<file path="config.mk">
export PLATFORM = sky130hd
export DESIGN_NAME = system_top_flat
export DESIGN_NICKNAME = d
export VERILOG_FILES = /design/src/rtl/system_top_if.sv /design/src/rtl/system_top.sv /design/src/flat_wrapper.sv
export SDC_FILE = /design/constraint.sdc
export NUM_CORES = 1
export LEC_CHECK = 0
export ABC_AREA = 1
export CAP_MARGIN = 25
export CELL_PAD_IN_SITES_DETAIL_PLACEMENT = 0
export CELL_PAD_IN_SITES_GLOBAL_PLACEMENT = 1
export CORE_ASPECT_RATIO = 0.9
export CORE_MARGIN = 4
export CORE_UTILIZATION = 40
export CTS_CLUSTER_SIZE = 8
export DETAILED_ROUTE_END_ITERATION = 10
export GPL_ROUTABILITY_DRIVEN = 0
export HOLD_SLACK_MARGIN = 0.15
export PLACE_DENSITY_LB_ADDON = 0.12
export SLEW_MARGIN = 20
export SYNTH_ARGS = -nofsm -noshare
export SYNTH_HDL_FRONTEND = slang
export SYNTH_SLANG_ARGS = --single-unit
</file>
<file path="constraint.sdc">
create_clock -name ref_clk -period 26 [get_ports ref_clk]
set_clock_uncertainty 0.2 [all_clocks]
set_input_delay 5.2 -clock ref_clk [delete_from_list [all_inputs] [get_ports ref_clk]]
set_output_delay 5.2 -clock ref_clk [all_outputs]
set_load 0.05 [all_outputs]
</file>
<file path="src/rtl/system_top_if.sv">
// UART pins and receive status of system_top, bundled for the top-level port.
interface system_top_if;
   logic rx_in;
   logic tx_out;
   logic parity_error;
   logic stop_error;

   modport master (output rx_in, input tx_out, input parity_error, input stop_error);
   modport slave  (input rx_in, output tx_out, output parity_error, output stop_error);
endinterface

</file>
<file path="src/rtl/system_top.sv">
// UART command processor. RX frames drive a small controller that writes the
// register file, reads it back or runs the ALU; responses leave through a
// byte FIFO and the TX.
//
// state            | meaning
// R_IDLE           | waiting for a falling edge on the synchronised line
// R_START          | counting to the middle of the start bit
// R_DATA           | sampling data[0..7]
// R_PARITY         | sampling the parity bit
// R_STOP           | sampling the stop bit, then straight back to R_IDLE
// T_IDLE           | waiting for a byte in the FIFO
// T_START..T_STOP  | driving start, data, parity, stop (busy high)
// T_GAP            | one forced idle bit between frames (busy low)
// C_IDLE           | waiting for a command byte
// C_WR_ADDR/DATA   | write command: address, then data
// C_RD_ADDR        | read command: address, register value is pushed
// C_ALU_A/B        | operand bytes into reg0/reg1
// C_ALU_FUNC       | function code after new operands, result pushed
// C_ALU_NOP_FUNC   | function code on the current reg0/reg1

module system_top_regfile #(
   parameter int data_width      = 8,
   parameter int rg_addres_width = 4,
   parameter int reg_file_depth  = 16
) (
   input  logic                       ref_clk,
   input  logic                       rst,
   input  logic                       wr_en,
   input  logic [rg_addres_width-1:0] wr_addr,
   input  logic [data_width-1:0]      wr_data,
   input  logic [rg_addres_width-1:0] rd_addr,
   output logic [data_width-1:0]      rd_data,
   output logic [data_width-1:0]      reg0,
   output logic [data_width-1:0]      reg1,
   output logic [data_width-1:0]      reg2
);
   logic [data_width-1:0] regs_q [reg_file_depth];
   logic [data_width-1:0] regs_d [reg_file_depth];

   // single write port with address decode
   always_comb begin
      regs_d = regs_q;
      if (wr_en) regs_d[wr_addr] = wr_data;
   end

   // reg2 leaves reset as parity on, type 0, PRESCALE 32
   always_ff @(posedge ref_clk or posedge rst) begin
      if (rst) begin
         for (int i = 0; i < reg_file_depth; i++) regs_q[i] <= '0;
         regs_q[2] <= data_width'(8'h81);
      end else begin
         regs_q <= regs_d;
      end
   end

   assign rd_data = regs_q[rd_addr];
   assign reg0    = regs_q[0];
   assign reg1    = regs_q[1];
   assign reg2    = regs_q[2];
endmodule

module system_top #(
   parameter int data_width        = 8,
   parameter int addre_width       = 4,
   parameter int alu_func_width    = 4,
   parameter int num_sync_stage    = 2,
   parameter int rg_addres_width   = 4,
   parameter int reg_file_depth    = 16,
   parameter int FIFO_DEPTH        = 8,
   parameter int FIFO_addres_width = 3
) (
   input logic         ref_clk,
   input logic         rst,
   system_top_if.slave uart
);
   localparam int RW = 2 * data_width;
   localparam int CW = FIFO_addres_width + 1;

   typedef enum logic [2:0] {R_IDLE, R_START, R_DATA, R_PARITY, R_STOP} rx_state_t;
   typedef enum logic [2:0] {T_IDLE, T_START, T_DATA, T_PARITY, T_STOP, T_GAP} tx_state_t;
   typedef enum logic [2:0] {C_IDLE, C_WR_ADDR, C_WR_DATA, C_RD_ADDR, C_ALU_A, C_ALU_B,
                             C_ALU_FUNC, C_ALU_NOP_FUNC} ctl_state_t;

   function automatic logic [5:0] eff_presc(input logic [7:0] cfg);
      return (cfg[7:2] < 6'd4) ? 6'd4 : cfg[7:2];
   endfunction

   function automatic logic par_bit(input logic [7:0] d, input logic xor_type);
      return xor_type ? ^d : ~^d;
   endfunction

   logic [num_sync_stage-1:0] sync_q, sync_d;
   logic rx_s, rx_prev_q, rx_prev_d, fall;
   rx_state_t rx_st_q, rx_st_d;
   logic [7:0] rx_cfg_q, rx_cfg_d, rx_sh_q, rx_sh_d;
   logic [5:0] rx_cnt_q, rx_cnt_d;
   logic [2:0] rx_idx_q, rx_idx_d;
   logic rx_par_q, rx_par_d, perr_q, perr_d, serr_q, serr_d, rx_vld_q, rx_vld_d;

   tx_state_t tx_st_q, tx_st_d;
   logic [7:0] tx_cfg_q, tx_cfg_d, tx_sh_q, tx_sh_d;
   logic [5:0] tx_cnt_q, tx_cnt_d;
   logic [2:0] tx_idx_q, tx_idx_d;
   logic tx_busy, tx_bit, pop;

   logic [data_width-1:0] fifo_mem_q [FIFO_DEPTH];
   logic [FIFO_addres_width-1:0] wr_ptr_q, wr_ptr_d, rd_ptr_q, rd_ptr_d;
   logic [CW-1:0] fifo_cnt_q, fifo_cnt_d;
   logic push, do_push;
   logic [data_width-1:0] push_data;

   ctl_state_t ctl_st_q, ctl_st_d;
   logic [addre_width-1:0] addr_q, addr_d;
   logic pend_q, pend_d;
   logic [data_width-1:0] pend_byte_q, pend_byte_d;
   logic [alu_func_width-1:0] alu_func;
   logic [RW-1:0] alu;

   logic [data_width-1:0] reg0, reg1, reg2, rf_rdata, rf_wdata;
   logic [rg_addres_width-1:0] rf_waddr;
   logic rf_we;

   system_top_regfile #(
      .data_width(data_width), .rg_addres_width(rg_addres_width), .reg_file_depth(reg_file_depth)
   ) u_rf (
      .ref_clk(ref_clk), .rst(rst), .wr_en(rf_we), .wr_addr(rf_waddr), .wr_data(rf_wdata),
      .rd_addr(rx_sh_q[rg_addres_width-1:0]), .rd_data(rf_rdata),
      .reg0(reg0), .reg1(reg1), .reg2(reg2)
   );

   assign sync_d    = {sync_q[num_sync_stage-2:0], uart.rx_in};
   assign rx_s      = sync_q[num_sync_stage-1];
   assign rx_prev_d = rx_s;
   assign fall      = rx_prev_q & ~rx_s;

   // RX framing: one sample per bit, half a prescale into the bit
   always_comb begin
      rx_st_d  = rx_st_q;  rx_cfg_d = rx_cfg_q; rx_sh_d = rx_sh_q; rx_cnt_d = rx_cnt_q;
      rx_idx_d = rx_idx_q; rx_par_d = rx_par_q; perr_d  = perr_q;  serr_d   = serr_q;
      rx_vld_d = 1'b0;
      if (rx_st_q != R_IDLE) rx_cnt_d = rx_cnt_q - 6'd1;
      if (rx_st_q == R_IDLE) begin
         if (fall) begin
            rx_cfg_d = reg2;
            rx_cnt_d = (eff_presc(reg2) >> 1) - 6'd1;
            rx_st_d  = R_START;
         end
      end else if (rx_cnt_q == 6'd0) begin
         rx_cnt_d = eff_presc(rx_cfg_q) - 6'd1;
         case (rx_st_q)
            R_START: begin
               rx_idx_d = 3'd0;
               rx_st_d  = rx_s ? R_IDLE : R_DATA;
            end
            R_DATA: begin
               rx_sh_d  = {rx_s, rx_sh_q[7:1]};
               rx_idx_d = rx_idx_q + 3'd1;
               if (rx_idx_q == 3'd7) rx_st_d = rx_cfg_q[0] ? R_PARITY : R_STOP;
            end
            R_PARITY: begin
               rx_par_d = rx_s;
               rx_st_d  = R_STOP;
            end
            default: begin
               perr_d   = rx_cfg_q[0] && (rx_par_q != par_bit(rx_sh_q, rx_cfg_q[1]));
               serr_d   = ~rx_s;
               rx_vld_d = ~perr_d & ~serr_d;
               rx_st_d  = R_IDLE;
            end
         endcase
      end
   end

   // TX framing: configuration captured when a byte is popped
   always_comb begin
      tx_st_d = tx_st_q; tx_cfg_d = tx_cfg_q; tx_sh_d = tx_sh_q;
      tx_cnt_d = tx_cnt_q; tx_idx_d = tx_idx_q; pop = 1'b0;
      if (tx_st_q != T_IDLE) tx_cnt_d = tx_cnt_q - 6'd1;
      if (tx_st_q == T_IDLE) begin
         if (fifo_cnt_q != '0) begin
            pop      = 1'b1;
            tx_cfg_d = reg2;
            tx_sh_d  = fifo_mem_q[rd_ptr_q];
            tx_cnt_d = eff_presc(reg2) - 6'd1;
            tx_idx_d = 3'd0;
            tx_st_d  = T_START;
         end
      end else if (tx_cnt_q == 6'd0) begin
         tx_cnt_d = eff_presc(tx_cfg_q) - 6'd1;
         case (tx_st_q)
            T_START:  tx_st_d = T_DATA;
            T_DATA: begin
               tx_idx_d = tx_idx_q + 3'd1;
               if (tx_idx_q == 3'd7) tx_st_d = tx_cfg_q[0] ? T_PARITY : T_STOP;
            end
            T_PARITY: tx_st_d = T_STOP;
            T_STOP:   tx_st_d = T_GAP;
            default:  tx_st_d = T_IDLE;
         endcase
      end
   end

   // line level for the current TX bit
   always_comb begin
      tx_bit = 1'b1;
      case (tx_st_q)
         T_START:  tx_bit = 1'b0;
         T_DATA:   tx_bit = tx_sh_q[tx_idx_q];
         T_PARITY: tx_bit = par_bit(tx_sh_q, tx_cfg_q[1]);
         default:  tx_bit = 1'b1;
      endcase
   end

   assign tx_busy = (tx_st_q == T_START) || (tx_st_q == T_DATA) ||
                    (tx_st_q == T_PARITY) || (tx_st_q == T_STOP);
   assign uart.tx_out       = tx_busy ? tx_bit : 1'b1;
   assign uart.parity_error = perr_q;
   assign uart.stop_error   = serr_q;

   // FIFO pointers; a push while full is dropped
   always_comb begin
      do_push    = push && (fifo_cnt_q != CW'(FIFO_DEPTH));
      wr_ptr_d   = do_push ? wr_ptr_q + 1'b1 : wr_ptr_q;
      rd_ptr_d   = pop ? rd_ptr_q + 1'b1 : rd_ptr_q;
      fifo_cnt_d = fifo_cnt_q + CW'(do_push) - CW'(pop);
   end

   // ALU on reg0/reg1
   always_comb begin
      alu = '0;
      case (alu_func)
         4'd0:    alu = RW'(reg0) + RW'(reg1);
         4'd1:    alu = RW'(reg0) - RW'(reg1);
         4'd2:    alu = RW'(reg0) * RW'(reg1);
         4'd3:    alu = (reg1 == '0) ? '0 : RW'(reg0 / reg1);
         4'd4:    alu = RW'(reg0 & reg1);
         4'd5:    alu = RW'(reg0 | reg1);
         4'd6:    alu = RW'(~(reg0 & reg1));
         4'd7:    alu = RW'(~(reg0 | reg1));
         4'd8:    alu = RW'(reg0 ^ reg1);
         4'd9:    alu = RW'(~(reg0 ^ reg1));
         4'd10:   alu = RW'(reg0 == reg1);
         4'd11:   alu = RW'(reg0 > reg1);
         4'd12:   alu = RW'(reg0 < reg1);
         4'd13:   alu = RW'(reg0 >> 1);
         4'd14:   alu = RW'(reg0) << 1;
         default: alu = '0;
      endcase
   end

   // command decode; the MS result byte is pushed the cycle after the LS byte
   always_comb begin
      ctl_st_d = ctl_st_q; addr_d = addr_q; pend_d = 1'b0; pend_byte_d = pend_byte_q;
      rf_we = 1'b0; rf_waddr = rg_addres_width'(addr_q); rf_wdata = rx_sh_q;
      push = pend_q; push_data = pend_byte_q;
      alu_func = rx_sh_q[alu_func_width-1:0];
      if (rx_vld_q) begin
         case (ctl_st_q)
            C_IDLE: begin
               case (rx_sh_q)
                  8'hAA:   ctl_st_d = C_WR_ADDR;
                  8'hBB:   ctl_st_d = C_RD_ADDR;
                  8'hCC:   ctl_st_d = C_ALU_A;
                  8'hDD:   ctl_st_d = C_ALU_NOP_FUNC;
                  default: ctl_st_d = C_IDLE;
               endcase
            end
            C_WR_ADDR: begin
               addr_d   = rx_sh_q[addre_width-1:0];
               ctl_st_d = C_WR_DATA;
            end
            C_WR_DATA: begin
               rf_we    = 1'b1;
               ctl_st_d = C_IDLE;
            end
            C_RD_ADDR: begin
               push      = 1'b1;
               push_data = rf_rdata;
               ctl_st_d  = C_IDLE;
            end
            C_ALU_A: begin
               rf_we    = 1'b1;
               rf_waddr = '0;
               ctl_st_d = C_ALU_B;
            end
            C_ALU_B: begin
               rf_we    = 1'b1;
               rf_waddr = rg_addres_width'(1);
               ctl_st_d = C_ALU_FUNC;
            end
            default: begin
               push        = 1'b1;
               push_data   = alu[data_width-1:0];
               pend_d      = 1'b1;
               pend_byte_d = alu[RW-1:data_width];
               ctl_st_d    = C_IDLE;
            end
         endcase
      end
   end

   // all control state; synchroniser resets to the idle-high line level
   always_ff @(posedge ref_clk or posedge rst) begin
      if (rst) begin
         sync_q <= '1; rx_prev_q <= 1'b1;
         rx_st_q <= R_IDLE; rx_cfg_q <= '0; rx_sh_q <= '0; rx_cnt_q <= '0; rx_idx_q <= '0;
         rx_par_q <= 1'b0; perr_q <= 1'b0; serr_q <= 1'b0; rx_vld_q <= 1'b0;
         tx_st_q <= T_IDLE; tx_cfg_q <= '0; tx_sh_q <= '0; tx_cnt_q <= '0; tx_idx_q <= '0;
         wr_ptr_q <= '0; rd_ptr_q <= '0; fifo_cnt_q <= '0;
         ctl_st_q <= C_IDLE; addr_q <= '0; pend_q <= 1'b0; pend_byte_q <= '0;
      end else begin
         sync_q <= sync_d; rx_prev_q <= rx_prev_d;
         rx_st_q <= rx_st_d; rx_cfg_q <= rx_cfg_d; rx_sh_q <= rx_sh_d; rx_cnt_q <= rx_cnt_d;
         rx_idx_q <= rx_idx_d; rx_par_q <= rx_par_d; perr_q <= perr_d; serr_q <= serr_d;
         rx_vld_q <= rx_vld_d;
         tx_st_q <= tx_st_d; tx_cfg_q <= tx_cfg_d; tx_sh_q <= tx_sh_d; tx_cnt_q <= tx_cnt_d;
         tx_idx_q <= tx_idx_d;
         wr_ptr_q <= wr_ptr_d; rd_ptr_q <= rd_ptr_d; fifo_cnt_q <= fifo_cnt_d;
         ctl_st_q <= ctl_st_d; addr_q <= addr_d; pend_q <= pend_d; pend_byte_q <= pend_byte_d;
      end
   end

   // FIFO storage needs no reset; the pointers define what is valid
   always_ff @(posedge ref_clk) begin
      if (do_push) fifo_mem_q[wr_ptr_q] <= push_data;
   end
endmodule

</file>
<file path="src/flat_wrapper.sv">
// flat-port wrapper written by rule: the top's interface ports become plain ports
module system_top_flat 
#(
   parameter int data_width        = 8,
   parameter int addre_width       = 4,
   parameter int alu_func_width    = 4,
   parameter int num_sync_stage    = 2,
   parameter int rg_addres_width   = 4,
   parameter int reg_file_depth    = 16,
   parameter int FIFO_DEPTH        = 8,
   parameter int FIFO_addres_width = 3
)
  (ref_clk, rst, uart_rx_in, uart_tx_out, uart_parity_error, uart_stop_error);
  system_top_if uart_i ();
  input logic ref_clk;
  input logic rst;
  input wire logic [$bits(uart_i.rx_in)-1:0] uart_rx_in;
  output wire logic [$bits(uart_i.tx_out)-1:0] uart_tx_out;
  output wire logic [$bits(uart_i.parity_error)-1:0] uart_parity_error;
  output wire logic [$bits(uart_i.stop_error)-1:0] uart_stop_error;
  assign uart_i.rx_in = uart_rx_in;
  assign uart_tx_out = uart_i.tx_out;
  assign uart_parity_error = uart_i.parity_error;
  assign uart_stop_error = uart_i.stop_error;
  system_top #(.data_width(data_width), .addre_width(addre_width), .alu_func_width(alu_func_width), .num_sync_stage(num_sync_stage), .rg_addres_width(rg_addres_width), .reg_file_depth(reg_file_depth), .FIFO_DEPTH(FIFO_DEPTH), .FIFO_addres_width(FIFO_addres_width)) u_core (.ref_clk(ref_clk), .rst(rst), .uart(uart_i));
endmodule
</file>
==> flow_metrics.tcl <==
# collected from the flow reports
set metrics [dict create \
    synth_area_um2 21950 \
    cts_max_level 2 \
    ys_types 74 \
    diodes 0 \
    drtPass1Iterations 6 \
    worstMarginPinSlew_ns 1.041 \
    fin_area_um2 25460 \
    clkbuf_count 60 \
    ys_chip_area_um2 21950 \
    fin_nets 3180 \
    hold_end "u_core.sync_q[1]" \
    status "finished, final reports clean" \
    flop_area_um2 7362 \
    grt_pass1_vias 18920 \
    yosysWarnings 0 \
    crit_path_end "u_core.fifo_mem_q[4][0]" \
    inv_count 373 \
    critPathKind "register to register" \
    cts_hold_buf 0 \
    min-delay-path-class "register to register" \
    ant_nets 0 \
    slew_viol_final 0 \
]
-- state kept, by name (all words and copies together) (netlist names), 4 cells and up --
name / cells
u_core.u_rf.reg1: 8
u_core.u_rf.regs_q: 104
u_core.rf_wdata: 8
u_core.pend_byte_q: 8
u_core.u_rf.reg0: 8
u_core.fifo_mem_q: 64
u_core.tx_cnt_q: 6
u_core.tx_cfg_q: 8
u_core.rx_cnt_q: 6
u_core.rx_cfg_q: 8
u_core.u_rf.reg2: 8
u_core.tx_sh_q: 8
u_core.fifo_cnt_q: 4
u_core.addr_q: 4
-- logic make-up after synthesis --
family	count (synthesis)	share of synthesized area, %
xor gates and xnor gates	86	3.431
DFF	281	33.52
other	1	0.01708
and+or+nand+nor	1102	21.72
adders and majority gates	236	14.78
AOI/OAI and AO/OA	667	17.68
muxes	10	0.4673
buffers and inverters	474	8.377
layer_met2.png
Cells faint in the background.
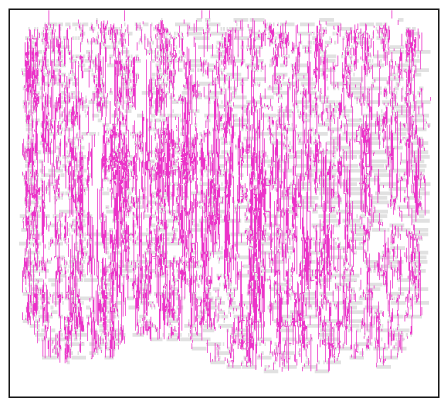
The layer holds 46% of the routed length. The wires run mostly vertical. The layer carries 31.0 mm of wire. 2509 nets have wire on it. The longest straight run is 78.9 um.
M2 GR Usage: 37.22%
routed wire length: 66.93 mm

congestion.png
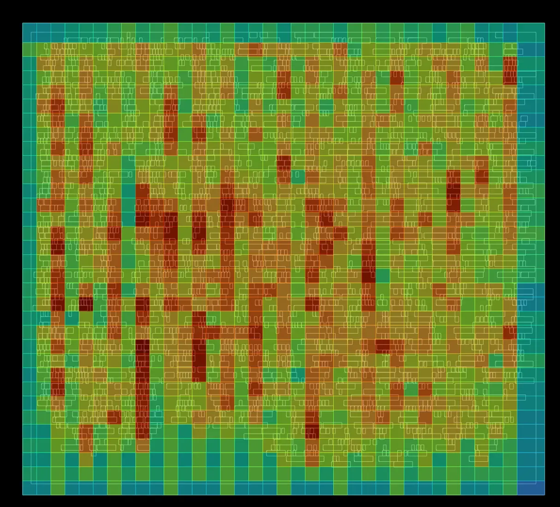
met3 global-route usage: 3.291%
wire length per cell: 18.26 um
fin util: 46.87%
GR Layer Usage met1: 31.50%

io_fan.png
Bar = 100 um.
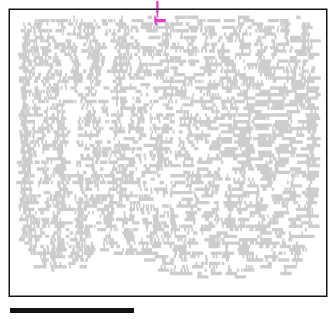
Key: magenta = `uart_parity_error` [bits 1, direction output, end cells 1, buffers 1, wire 20.8 um]

layer_met1.png
Supply wires on this layer in grey. Cells faint in the background.
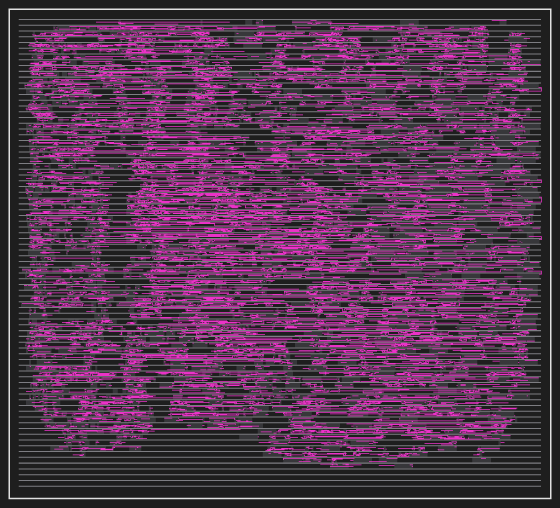
3015 nets have wire on it. The wires run mostly horizontal. The layer carries 31.3 mm of wire. The longest straight run is 63.0 um. The layer holds 47% of the routed length.

flops_by_reg.png
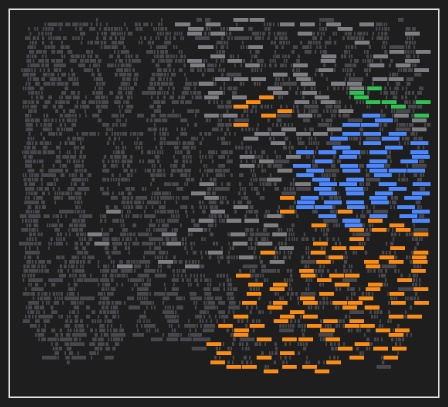
Key: green = `u_core.tx_sh_q` [sequential cells 8, where north-east]; orange = `u_core.u_rf.regs_q` [sequential cells 104]; blue = `u_core.fifo_mem_q` [sequential cells 64, where east]
Another 105 sequential cells are not coloured.

